==> config.mk <==
export PLATFORM = sky130hd
export DESIGN_NAME = sofa_plus_scan_ctrl_flat
export DESIGN_NICKNAME = d
export VERILOG_FILES = /design/src/rtl/sofa_plus_scan_ctrl_if.sv /design/src/rtl/sofa_plus_scan_ctrl.sv /design/src/flat_wrapper.sv
export SDC_FILE = /design/constraint.sdc
export NUM_CORES = 1
export LEC_CHECK = 0
export CAP_MARGIN = 10
export CORE_UTILIZATION = 51
export DETAILED_ROUTE_END_ITERATION = 12
export PLACE_DENSITY = 0.85
export SKIP_CTS_REPAIR_TIMING = 1
export SLEW_MARGIN = 20
export SYNTH_ARGS = -nofsm -noshare
export SYNTH_HDL_FRONTEND = slang
export SYNTH_SLANG_ARGS = --single-unit
==> constraint.sdc <==
create_clock -name C -period 2.25 [get_ports C]
set_input_delay 0.45 -clock C [delete_from_list [all_inputs] [get_ports C]]
set_output_delay 0.45 -clock C [all_outputs]
set_load 0.02 [all_outputs]
Clock nets:
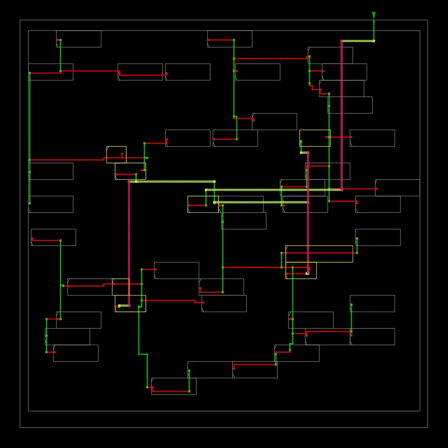
Num CTS Buffers: 5
final setup skew: 0.00531 ns
sequential cell count: 40
Clock Sink Count: 40
CLK BUF: 5

Cells by drive strength:
Drawn at 4 px/µm.
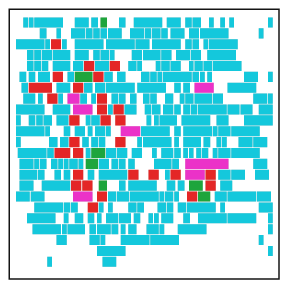
Key: magenta = x6 and larger [cells 7, share 2.2%]; red = x3 and x4 [cells 29, share 9.1%]; cyan = x1 and smaller [cells 274, share 86%]; green = x2 [cells 7, share 2.2%]
total non-filler cell area in the finished layout: 0.00271 mm²
Setup WS post-layout: 0.0723 ns

The metal 3 layer:
Drawn at 6 px/µm. Cells faint in the background.
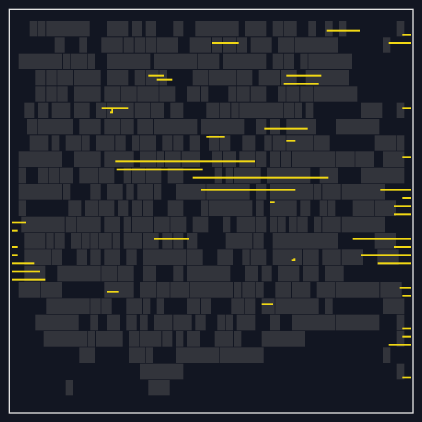
The wires run mostly horizontal. 38 nets have wire on it.
wirelength, routed: 5.09 mm
vias after detailed routing: 2091
fraction of met3 tracks used by global routing: 0.0531

Cells colored by class:
Drawn at 8 px/µm.
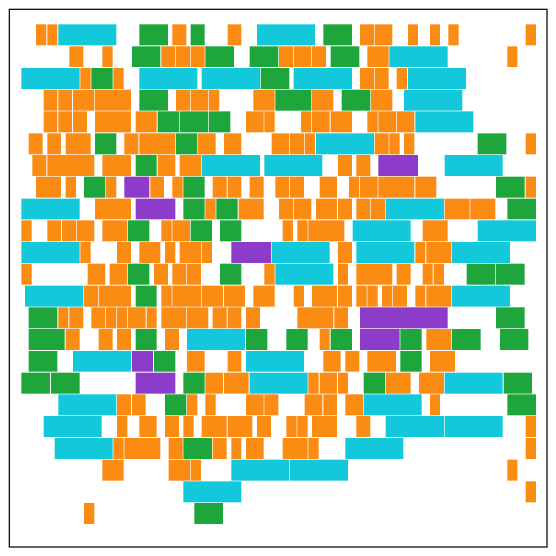
Key: green = remaining buffers and delay cells [cells 55]; orange = remaining logic cells [cells 214]; cyan = registers [cells 40]; purple = clock drivers and dummy loads [cells 8]
final core utilization: 0.672
Core ar.: 0.00403 mm²
flop share of the area: 0.296
standard-cell row count: 23

Wire density map:
Drawn at 6 px/µm. 13 x 13 tiles, from dark purple (low) to yellow (high), scaled to the fullest tile. Values are wire area over tile area, all layers added.
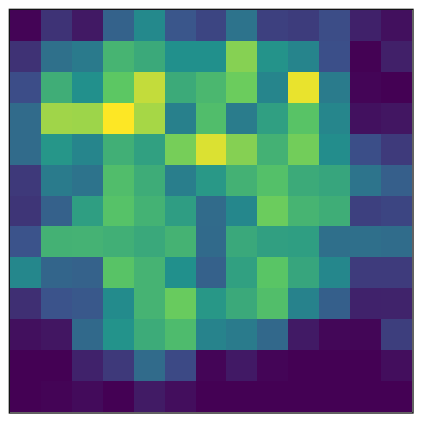
The mean over all tiles is 0.18. 36% of the tiles are over half the peak. The fullest tile reaches 0.46.
Tot GR Track Use: 0.244
wire length per cell: 13.9 µm

==> summary.txt <==
fresh numbers from the pnr run: root buffer selected by CTS sky130_fd_sc_hd__clkbuf_8, wire length of the first global-routing pass 8.32 mm, warnings from Yosys 0, die area between 0.004 and 0.005 mm², number of H-tree levels 2, Tool Warnings 30, Inst Count DP between 300 and 400, Critical Path AT ~1.7 ns, per-instance average area after synthesis between 8 and 9 µm², slack of the worst reg-to-reg path 0.19 ns, Post-Place Cell Area 0.00258 mm², maximum clock frequency 459 MHz, Antenna Diode Count 0, final count of pins violating max slew 0, Area contributors post-synth sky130_fd_sc_hd__dfxtp_1 (37%), sky130_fd_sc_hd__a21oi_1 (5.6%), sky130_fd_sc_hd__buf_4 (5.6%), number of synthesized flops with an enable pin 0, net total in the final layout roughly 340, most common cell after layout, fill and taps aside sky130_fd_sc_hd__dfxtp_1, vias in the first global route ~1900, R2R depth 8, critical path fanouts, max 4, total leakage power 1.06 nW, die height 67.0 µm, critical path startpoint category input pin, result of the run completed, RSZ-0062 raised after global routing no, iteration-0 DRC count of the detailed router between 100 and 150, maximum VDD drop approximately 0.00043 V, post-CTS clock slew at the launch and capture registers of the worst setup and hold paths 0.09 ns, measured slew at the worst slew-check pin between 0.6 and 0.7 ns, final count of hold timing violations 0, number of vias per cell between 5 and 6, Congestion Overflow GR 0, First-pass DRT Iterations 4, number of top-level pins around 46, initial antenna violation count 0, final setup violation count 0, top library cells by usage in the layout, fill and taps aside sky130_fd_sc_hd__dfxtp_1 (40), sky130_fd_sc_hd__clkdlybuf4s50_1 (26), sky130_fd_sc_hd__buf_4 (26), sky130_fd_sc_hd__nand2_1 (24), portion of the post-synthesis area used by sequential elements 0.371, worst slew margin relative to its limit 0.534, Worst Setup Slack post-DPL -0.298 ns, post-synth cell types ~45, combined area of all synthesized cells ~0.0022 mm², critical path data required time around 1.8 ns, share of the cycle needed by the critical path after routing 0.968, half-perimeter wire length after detailed placement 3.73 mm, area share of the largest cell type after synthesis 0.371, critical path capture point type primary output, main flop type after synthesis sky130_fd_sc_hd__dfxtp_1, initial standard-cell utilization of the core 0.535, maximum capacitance violations 0, overall power roughly 0.0017 W, post-synth area from yosys stat roughly 0.0022 mm², shortest clock period the worst path allows after layout between 2 and 2.5 ns, min-delay worst type reg -> reg, Clock Path Buffers 2, largest area contributor in the netlist sky130_fd_sc_hd__dfxtp_1, Port Buffer Count 29, layout overhead on the synthesized area 25.5%, PD cells 622 mW/mm², DIE WIDTH roughly 67 µm, clock latency on the worst-skew pair approximately 0.3 ns, routability-driven placement congestion ratio 0.922, post-route ant nets 0, cell count after synthesis roughly 270, Layout Cells excl Fill 367, Setup Crit Path Kind in -> out, Flops after synth roughly 40, hold depth 1, ratio of cells with drive above 1 in the final layout 0.136, number of DRC violations after detailed routing 0, TritonCTS clock tree yes
[routing by layer]
metal / part of all wire / wire length (µm) / track usage / vias to the layer above
li1: - / - / - / 1039
met1: 0.47 / 2390 / 0.313 / 987
met2: 0.48 / 2420 / 0.379 / 56
met3: 0.038 / 195 / 0.0531 / 9
met4: 0.016 / 81 / 0.120 / 0
met5: 0 / 0 / 0 / -
[worst max-delay path, stage by stage]
cell	delay [ns]
sky130_fd_sc_hd__clkdlybuf4s50_1	0.51
sky130_fd_sc_hd__nor2b_1	0.10
sky130_fd_sc_hd__or3_4	0.37
sky130_fd_sc_hd__nand2_1	0.07
sky130_fd_sc_hd__dlymetal6s2s_1	0.22
[power by group]
part / internal [W] / switching (W)
registers: 0.000729 / 0.0000207
clock network: 0.000334 / 0.000275
logic: 0.000137 / 0.000185
[through the flow]
stage | hold WS [ns] | utilization | setup TNS, ns
2_1_floorplan | 0.439 | - | 0
3_3_place_gp | 0.455 | 0.641 | -1.13
3_5_place_dp | 0.457 | 0.641 | -1.66
4_1_cts | 0.477 | 0.670 | -0.814
5_1_grt | 0.500 | 0.672 | 0
6_report | 0.475 | 0.672 | 0
[layout make-up]
class	instances	area [µm²]
fillers	334	1320
multi-input cells	203	1200
flip-flops and latches	40	801
repair buffers	55	485
clock buffers	5	68.8
well taps	50	62.6
clock inverters	3	46.3
inverters	11	41.3
[synth_stat cells (2+ instances only)]
cell	number
sky130_fd_sc_hd__a211oi_1	3
sky130_fd_sc_hd__a21o_1	3
sky130_fd_sc_hd__a21oi_1	24
sky130_fd_sc_hd__a22o_1	4
sky130_fd_sc_hd__a22oi_1	8
sky130_fd_sc_hd__a311oi_1	4
sky130_fd_sc_hd__a31oi_1	8
sky130_fd_sc_hd__and2_1	2
sky130_fd_sc_hd__and3_1	5
sky130_fd_sc_hd__buf_4	16
sky130_fd_sc_hd__clkbuf_1	10
sky130_fd_sc_hd__dfxtp_1	40
sky130_fd_sc_hd__ha_1	8
sky130_fd_sc_hd__inv_1	11
sky130_fd_sc_hd__nand2_1	24
sky130_fd_sc_hd__nand3_1	23
sky130_fd_sc_hd__nand3b_1	2
sky130_fd_sc_hd__nand4_1	4
sky130_fd_sc_hd__nor2_1	16
sky130_fd_sc_hd__nor2b_1	2
sky130_fd_sc_hd__nor3_1	10
sky130_fd_sc_hd__o21ai_0	12
sky130_fd_sc_hd__o2bb2ai_1	4
sky130_fd_sc_hd__or3_1	4
[logic make-up (layout without fill, tap and decap cells)]
kind of cell | count (synthesis) | count (layout) | synth area share
other | 1 | 16 | 0.00174
and+or+nand+nor | 100 | 100 | 0.234
AOI/OAI and AO/OA | 79 | 79 | 0.245
DFF | 40 | 40 | 0.371
buffers and inverters | 40 | 74 | 0.102
adders and majority gates | 8 | 8 | 0.0464
Power is estimated from default activity; no workload was simulated.
